**src/rtl/addsub_sequencer_if.sv**
```systemverilog
// Operand/opcode request stream and result/flag response stream of the add/sub sequencer.
// The master drives requests and accepts results; the sequencer is the slave.
interface addsub_sequencer_if #(
  parameter int WIDTH = 4
);
  logic             in_valid;
  logic             in_ready;
  logic [WIDTH-1:0] in_a;
  logic [WIDTH-1:0] in_b;
  logic             in_op;

  logic             out_valid;
  logic             out_ready;
  logic [WIDTH-1:0] out_q;
  logic             out_c;
  logic             out_z;
  logic             out_n;
  logic             out_v;

  modport master (
    output in_valid, in_a, in_b, in_op, out_ready,
    input  in_ready, out_valid, out_q, out_c, out_z, out_n, out_v
  );

  modport slave (
    input  in_valid, in_a, in_b, in_op, out_ready,
    output in_ready, out_valid, out_q, out_c, out_z, out_n, out_v
  );
endinterface

```
**src/rtl/addsub_sequencer.sv**
```systemverilog
// Control stage for an external ripple-carry adder: ADD in one adder pass, SUB as a + ~b then +1.
// Results are registered one cycle after reaching DONE and held until the consumer accepts them.
module addsub_sequencer #(
  parameter int WIDTH = 4
) (
  input  logic             clk,
  input  logic             rst_n,
  addsub_sequencer_if.slave bus,
  output logic [WIDTH-1:0] add_a,
  output logic [WIDTH-1:0] add_b,
  input  logic [WIDTH-1:0] add_q,
  input  logic             add_cout
);

  localparam logic [1:0] IDLE  = 2'd0;
  localparam logic [1:0] PASS1 = 2'd1;
  localparam logic [1:0] PASS2 = 2'd2;
  localparam logic [1:0] DONE  = 2'd3;

  localparam logic [WIDTH-1:0] ONE = {{(WIDTH-1){1'b0}}, 1'b1};

  logic [1:0]       state;
  logic [WIDTH-1:0] a_r;
  logic [WIDTH-1:0] b_r;
  logic             op_r;
  logic [WIDTH-1:0] s1;
  logic             c1;
  logic [WIDTH-1:0] s2;
  logic             c2;

  logic             out_valid_r;
  logic [WIDTH-1:0] out_q_r;
  logic             out_c_r;
  logic             out_z_r;
  logic             out_n_r;
  logic             out_v_r;

  logic [WIDTH-1:0] res_q;
  logic             res_c;
  logic             res_v;

  assign bus.in_ready  = rst_n && (state == IDLE);
  assign bus.out_valid = out_valid_r;
  assign bus.out_q     = out_q_r;
  assign bus.out_c     = out_c_r;
  assign bus.out_z     = out_z_r;
  assign bus.out_n     = out_n_r;
  assign bus.out_v     = out_v_r;

  always_comb begin
    add_a = '0;
    add_b = '0;
    case (state)
      PASS1: begin
        add_a = a_r;
        add_b = op_r ? ~b_r : b_r;
      end
      PASS2: begin
        add_a = s1;
        add_b = ONE;
      end
      default: begin
        add_a = '0;
        add_b = '0;
      end
    endcase
  end

  // For SUB, carry out of either pass means no borrow; overflow compares operand signs
  always_comb begin
    res_q = op_r ? s2 : s1;
    res_c = op_r ? (c1 | c2) : c1;
    if (op_r)
      res_v = (a_r[WIDTH-1] != b_r[WIDTH-1]) && (res_q[WIDTH-1] != a_r[WIDTH-1]);
    else
      res_v = (a_r[WIDTH-1] == b_r[WIDTH-1]) && (res_q[WIDTH-1] != a_r[WIDTH-1]);
  end

  always_ff @(posedge clk) begin
    if (!rst_n) begin
      state       <= IDLE;
      a_r         <= '0;
      b_r         <= '0;
      op_r        <= 1'b0;
      s1          <= '0;
      c1          <= 1'b0;
      s2          <= '0;
      c2          <= 1'b0;
      out_valid_r <= 1'b0;
      out_q_r     <= '0;
      out_c_r     <= 1'b0;
      out_z_r     <= 1'b0;
      out_n_r     <= 1'b0;
      out_v_r     <= 1'b0;
    end else begin
      case (state)
        IDLE: begin
          if (bus.in_valid) begin
            a_r   <= bus.in_a;
            b_r   <= bus.in_b;
            op_r  <= bus.in_op;
            state <= PASS1;
          end
        end
        PASS1: begin
          s1    <= add_q;
          c1    <= add_cout;
          state <= op_r ? PASS2 : DONE;
        end
        PASS2: begin
          s2    <= add_q;
          c2    <= add_cout;
          state <= DONE;
        end
        DONE: begin
          // First DONE cycle captures the result; afterwards wait for the consumer
          if (!out_valid_r) begin
            out_q_r     <= res_q;
            out_c_r     <= res_c;
            out_z_r     <= (res_q == '0);
            out_n_r     <= res_q[WIDTH-1];
            out_v_r     <= res_v;
            out_valid_r <= 1'b1;
          end else if (bus.out_ready) begin
            out_valid_r <= 1'b0;
            state       <= IDLE;
          end
        end
        default: state <= IDLE;
      endcase
    end
  end

endmodule

```
**src/flat_wrapper.sv**
```systemverilog
// flat-port wrapper written by rule: the top's interface ports become plain ports
module addsub_sequencer_flat 
#(
  parameter int WIDTH = 4
)
  (clk, rst_n, add_a, add_b, add_q, add_cout, bus_in_valid, bus_in_a, bus_in_b, bus_in_op, bus_out_ready, bus_in_ready, bus_out_valid, bus_out_q, bus_out_c, bus_out_z, bus_out_n, bus_out_v);
  addsub_sequencer_if #(.WIDTH(WIDTH)) bus_i ();
  input  logic clk;
  input  logic rst_n;
  output logic [WIDTH-1:0] add_a;
  output logic [WIDTH-1:0] add_b;
  input  logic [WIDTH-1:0] add_q;
  input  logic add_cout;
  input wire logic [$bits(bus_i.in_valid)-1:0] bus_in_valid;
  input wire logic [$bits(bus_i.in_a)-1:0] bus_in_a;
  input wire logic [$bits(bus_i.in_b)-1:0] bus_in_b;
  input wire logic [$bits(bus_i.in_op)-1:0] bus_in_op;
  input wire logic [$bits(bus_i.out_ready)-1:0] bus_out_ready;
  output wire logic [$bits(bus_i.in_ready)-1:0] bus_in_ready;
  output wire logic [$bits(bus_i.out_valid)-1:0] bus_out_valid;
  output wire logic [$bits(bus_i.out_q)-1:0] bus_out_q;
  output wire logic [$bits(bus_i.out_c)-1:0] bus_out_c;
  output wire logic [$bits(bus_i.out_z)-1:0] bus_out_z;
  output wire logic [$bits(bus_i.out_n)-1:0] bus_out_n;
  output wire logic [$bits(bus_i.out_v)-1:0] bus_out_v;
  assign bus_i.in_valid = bus_in_valid;
  assign bus_i.in_a = bus_in_a;
  assign bus_i.in_b = bus_in_b;
  assign bus_i.in_op = bus_in_op;
  assign bus_i.out_ready = bus_out_ready;
  assign bus_in_ready = bus_i.in_ready;
  assign bus_out_valid = bus_i.out_valid;
  assign bus_out_q = bus_i.out_q;
  assign bus_out_c = bus_i.out_c;
  assign bus_out_z = bus_i.out_z;
  assign bus_out_n = bus_i.out_n;
  assign bus_out_v = bus_i.out_v;
  addsub_sequencer #(.WIDTH(WIDTH)) u_core (.clk(clk), .rst_n(rst_n), .bus(bus_i), .add_a(add_a), .add_b(add_b), .add_q(add_q), .add_cout(add_cout));
endmodule
```
**config.mk**
```make
export PLATFORM = sky130hd
export DESIGN_NAME = addsub_sequencer_flat
export DESIGN_NICKNAME = d
export VERILOG_FILES = /design/src/rtl/addsub_sequencer_if.sv /design/src/rtl/addsub_sequencer.sv /design/src/flat_wrapper.sv
export SDC_FILE = /design/constraint.sdc
export NUM_CORES = 1
export LEC_CHECK = 0
export CORE_MARGIN = 2
export CORE_UTILIZATION = 40
export DETAILED_ROUTE_END_ITERATION = 12
export PLACE_DENSITY = 0.71
export SYNTH_ARGS = -nofsm -noshare
export SYNTH_HDL_FRONTEND = slang
export SYNTH_SLANG_ARGS = --single-unit
```
**constraint.sdc**
```tcl
create_clock -name clk -period 1.4 [get_ports clk]
set_input_delay 0.28 -clock clk [delete_from_list [all_inputs] [get_ports clk]]
set_output_delay 0.28 -clock clk [all_outputs]
set_load 0.02 [all_outputs]
```
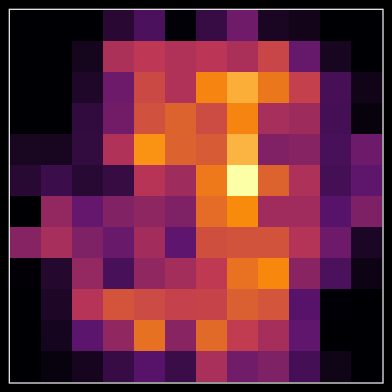
(run_1/metal_density.png)
Scale: 6 px per um. 12 x 12 tiles, from black (low) to pale yellow (high), scaled to the fullest tile. Values are wire area over tile area, all layers added.
The fullest tile reaches 0.49. The emptiest ninth of the die: upper left. 24% of the tiles are over half the peak. The mean over all tiles is 0.16.
Via Count: 1,267
average wire per cell in the routed design: 15.4 um
overall fraction of global-route tracks in use: 21.6%

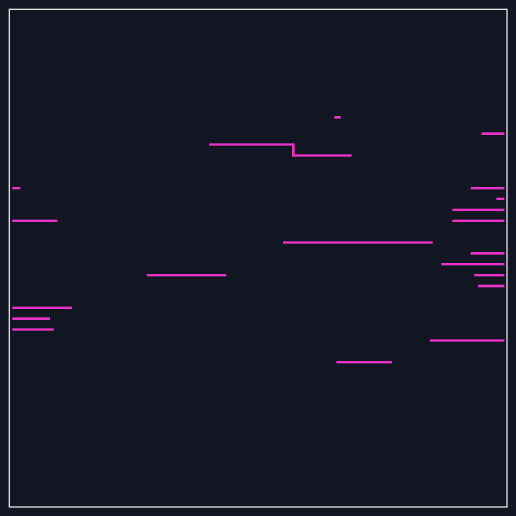
(run_1/layer_met3.png)
Scale: 8 px per um.
The wires run mostly horizontal. 18 nets have wire on it. The longest straight run is 18.4 um. The layer carries 123 um of wire. The layer holds 3.2% of the routed length.
grt met3 use: 5.18%
sum of routed wire length over all layers: 3.89 mm

==> out/qor.yml, run 1 <==
clk-power_uw: 720
final_global_route_overflow_total: 0
final_design_area_no_fill_sq_mm: 0.00217
warning_count: 33
antennaDiodeCount: 0
netlist.area_leader.share_pct: 43.1
crit_arrival_ps: 1390
grt_start_max_net_pins: 14
post_synth_instance_area_sq_mm: 0.00135
first_pass_grt_wire_length_mm: 5.84
worst_clock_skew_ps: 12.0
final_core_utilization_pct: 66.0
drtAntennaViolNets: 0
core-area_sq_mm: 0.00328
setup_violations: 12
drt-vias-per-instance: 5.01
switching_power_mw: 1.41
cap_violations: 0
overall_chip_area_sq_mm: 0.00385
cts_setup_buffers: 0
fp-utilization_pct: 41.0
postPlaceCellArea_sq_mm: 0.00191
netSwitchingFraction_pct: 36.8
r2r_start: "u_core.state[0]"
simple_gate_share_pct: 20.1
num_rows: 21
clock_path_buffers: 2
actual_transition_at_the_worst_max_transition_pin_ps: 330
req_time_crit_path_ps: 1120
failed_checks: "setup timing"
tritoncts: "built"
synth_seq_share_pct: 43.1
num-fill-cells: 256
setup_slack_ps: -272
design.portCount: 36
outcome: "finished with violations"
ys.flop_type: "dfxtp_1"
met3_length_um: 122
path_max_fanout: 8
yosys.area_share.xor_xnor_pct: 2.60
async_set_or_reset_flop_fraction_in_the_synthesized_netlist_pct: 0
clock.latency.late_pin_ps: 320
topCellsByArea: "dfxtp_1 43%, mux2i_1 9.7%, a21oi_1 5.2%"
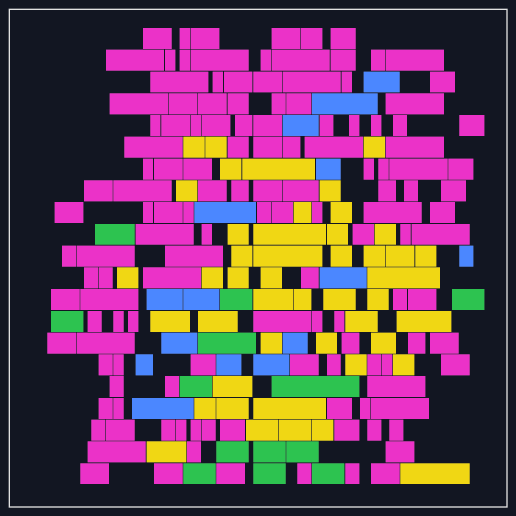
(run_1/sizes.png)
Scale: 8 px per um.
Magenta shows _0 and _1 cells, cells 133. Blue shows _2 cells, cells 15. Green shows _6 and larger, cells 13. Yellow shows _3 and _4 cells, cells 46.

run 1: layout make-up:
| class | count | area, sq um | area share, % |
|---|---|---|---|
| multi-input combinational | 111 | 911 | 42.0 |
| sequential | 29 | 591 | 27.2 |
| timing repair buffer | 56 | 508 | 23.4 |
| tap | 46 | 57.6 | 2.65 |
| clock buffer | 7 | 55.1 | 2.54 |
| clock inverter | 1 | 30.0 | 1.38 |
| inverter | 3 | 16.3 | 0.750 |
run 1: worst max-delay path, cell delays in order, from the launching register on:
cell,delay (ps)
dfxtp_4,400
inv_4,60
ha_4,210
a22oi_2,220
nor2b_4,60
buf_6,130
run 1: registers in the layout, indices dropped and copies added, names as in the netlist, 2 cells and up:
name	flops
u_core.b_r	4
u_core.a_r	4
u_core.s2	4
u_core.s1	4
u_core.state	2
u_core.bus.out_q	4
run 1: timing repair:
action                     in CTS  in global routing
setup endpoints to repair      22                 24
resized                        89                 18
hold buffers                    0                  0
cloned                          0                  0
pin swaps                      10                  6
run 1: layout by cell type (no fill, tap or decap), types with 2 or more instances in the layout:
cell type        count
a211oi_1             2
a21oi_1             11
a21oi_2              3
a22oi_2              4
a31oi_1              3
buf_4               20
buf_6               10
clkbuf_4             5
clkdlybuf4s50_1     17
dfxtp_1             25
dfxtp_2              2
dfxtp_4              2
dlygate4sd2_1        8
ha_4                 4
inv_4                2
mux2i_1             13
nand2_1             12
nand3_1              9
nor2_1              14
nor2_4               3
nor2b_1              2
nor2b_4              5
o21ai_0              5
or4_1                2
xnor2_1              3
run 1: through the flow:
stage          setup TNS [ps]  power (mW)  hold slack, ps
2_1_floorplan           -1.94        2.08             390
3_3_place_gp            -4690        2.58             450
3_5_place_dp            -5500        2.64             451
4_1_cts                 -2200        3.59             475
5_1_grt                 -2980        4.01             489
6_report                -2380        3.82             472
--- run 2 (diff from run 1) ---
--- a/config.mk
+++ b/config.mk
@@ -9,6 +9,7 @@
 export CORE_UTILIZATION = 40
 export DETAILED_ROUTE_END_ITERATION = 12
 export PLACE_DENSITY = 0.71
+export SLEW_MARGIN = 0
 export SYNTH_ARGS = -nofsm -noshare
 export SYNTH_HDL_FRONTEND = slang
 export SYNTH_SLANG_ARGS = --single-unit
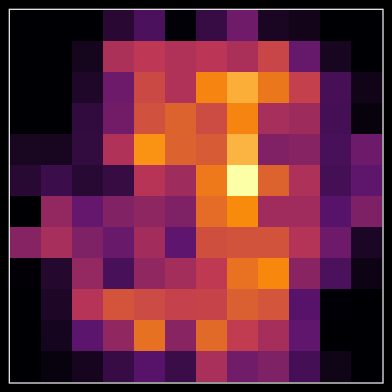
(run_2/metal_density.png)
Scale: 6 px per um. 12 x 12 tiles, from black (low) to pale yellow (high), scaled to the fullest tile. Values are wire area over tile area, all layers added.
The mean over all tiles is 0.16. 24% of the tiles are over half the peak. The densest ninth of the die: centre. 16% of the tiles are nearly empty. The fullest tile reaches 0.49.

==> run 2 against run 1 <==
Effect of this change: clock-buffer cell count did not move; first-iteration DRC count did not move; area after synthesis did not move; clock power barely moved; combinational power barely moved; sequential power barely moved; die size did not move; final area did not move; the run still ends with setup timing left; critical path depth did not move; largest cell class unchanged; synthesized cell count did not move; sequential share of layout area did not move.
==> out/qor.yml, run 2 <==
num-fill-cells: 256
detail_route.wl_per_cell_um: 15.4
routed_wirelength_mm: 3.89
ys.flop_type: "dfxtp_1"
core-area_sq_mm: 0.00328
crit_path_cell_chain: "inv_4 -> ha_4 -> a22oi_2 -> nor2b_4 -> buf_6"
simple_gate_share_pct: 20.1
grt_start_max_net_pins: 14
most_used_logic_cell_in_the_final_layout: "dfxtp_1"
final_global_route_overflow_total: 0
warning_count: 33
drt-vias-per-instance: 5.01
failed_checks: "setup timing"
yosys.area_share.xor_xnor_pct: 2.60
req_time_crit_path_ps: 1120
antennaDiodeCount: 0
first_pass_grt_wire_length_mm: 5.84
topCellsByArea: "dfxtp_1 43%, mux2i_1 9.7%, a21oi_1 5.2%"
synth_seq_share_pct: 43.1
layout_top_cells: "25 x dfxtp_1, 20 x buf_4, 17 x clkdlybuf4s50_1, 14 x nor2_1, 13 x mux2i_1"
post_synth_instance_area_sq_mm: 0.00135
netlist.area_leader.share_pct: 43.1
critical_path.top_delay_family: "flip-flops"
clock_path_buffers: 2
overall_chip_area_sq_mm: 0.00385
critPathSlowestCell: "dfxtp_4"
setup_slack_ps: -272
clock.latency.late_pin_ps: 320
fp-utilization_pct: 41.0
outcome: "finished with violations"
crit_arrival_ps: 1390
detailroute.via_count: 1267
actual_transition_at_the_worst_max_transition_pin_ps: 330
setup_violations: 12
cap_violations: 0
grtUsageTotal_pct: 21.6
tritoncts: "built"
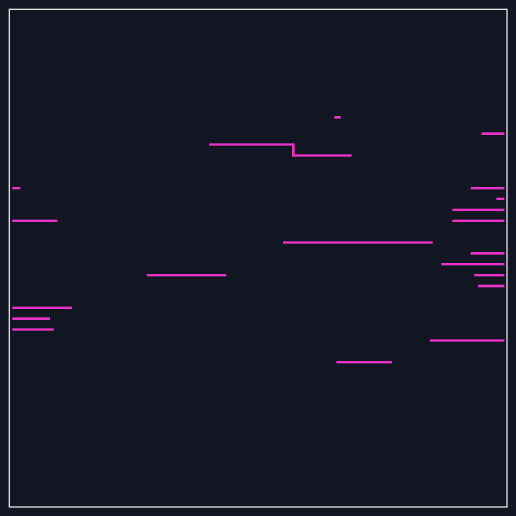
(run_2/layer_met3.png)
Scale: 8 px per um.
The longest straight run is 18.4 um. The layer holds 3.2% of the routed length. 18 nets have wire on it. The layer carries 123 um of wire. The wires run mostly horizontal.

[run 2: cell counts after synthesis]
Identical to the previous run, type by type.
[run 2: per-layer routing]
layer  vias up  routed length [um]  GRT usage, %
li1        638                   -             -
met1       602                1710          25.7
met2        25                2030          37.6
met3         2                 122          5.18
met4         0                  30          7.90
met5         -                   0             0
[run 2: worst paths after layout]
check,cells past startpoint,startpoint,slack (ps),endpoint
max,5,u_core.state[1],-270,add_a[3]
max reg2reg,5,u_core.state[0],-130,u_core.state[0]
min,2,u_core.a_r[1],470,u_core.a_r[1]
min reg2reg,2,u_core.a_r[1],470,u_core.a_r[1]
[run 2: area by class of cell]
| class | instances | area, sq um | share of cell area [%] |
|---|---|---|---|
| flip-flops and latches | 29 | 591 | 27.2 |
| multi-input cells | 111 | 911 | 42.0 |
| inverters | 3 | 16.3 | 0.750 |
| well taps | 46 | 57.6 | 2.65 |
| clock inverters | 1 | 30.0 | 1.38 |
| clock buffers | 7 | 55.1 | 2.54 |
| repair buffers | 56 | 508 | 23.4 |
[run 2: report_power, final]
part           total [mW]  switching [mW]  internal [mW]
clock network       0.720           0.294          0.427
logic                1.94           0.960          0.975
registers            1.16           0.152           1.01
[run 2: stage by stage]
| stage | hold slack (ps) | utilization [%] | worst slack [ps] | instance area [sq um] |
|---|---|---|---|---|
| after global placement | 450 | 58.1 | -476 | 1910 |
| after CTS | 475 | 63.9 | -255 | 2100 |
| after global routing | 489 | 66.0 | -325 | 2170 |
| after floorplan | 390 | - | -1.94 | 1400 |
| after detailed placement | 451 | 58.1 | -535 | 1910 |
| final | 472 | 66.0 | -272 | 2170 |
[run 2: what timing repair did]
action	in CTS	in global routing
pin swaps	10	6
setup endpoints to repair	22	24
buffers inserted	0	0
gates resized	89	18
Power figures rest on the tool's default switching activity, not on a simulated workload.
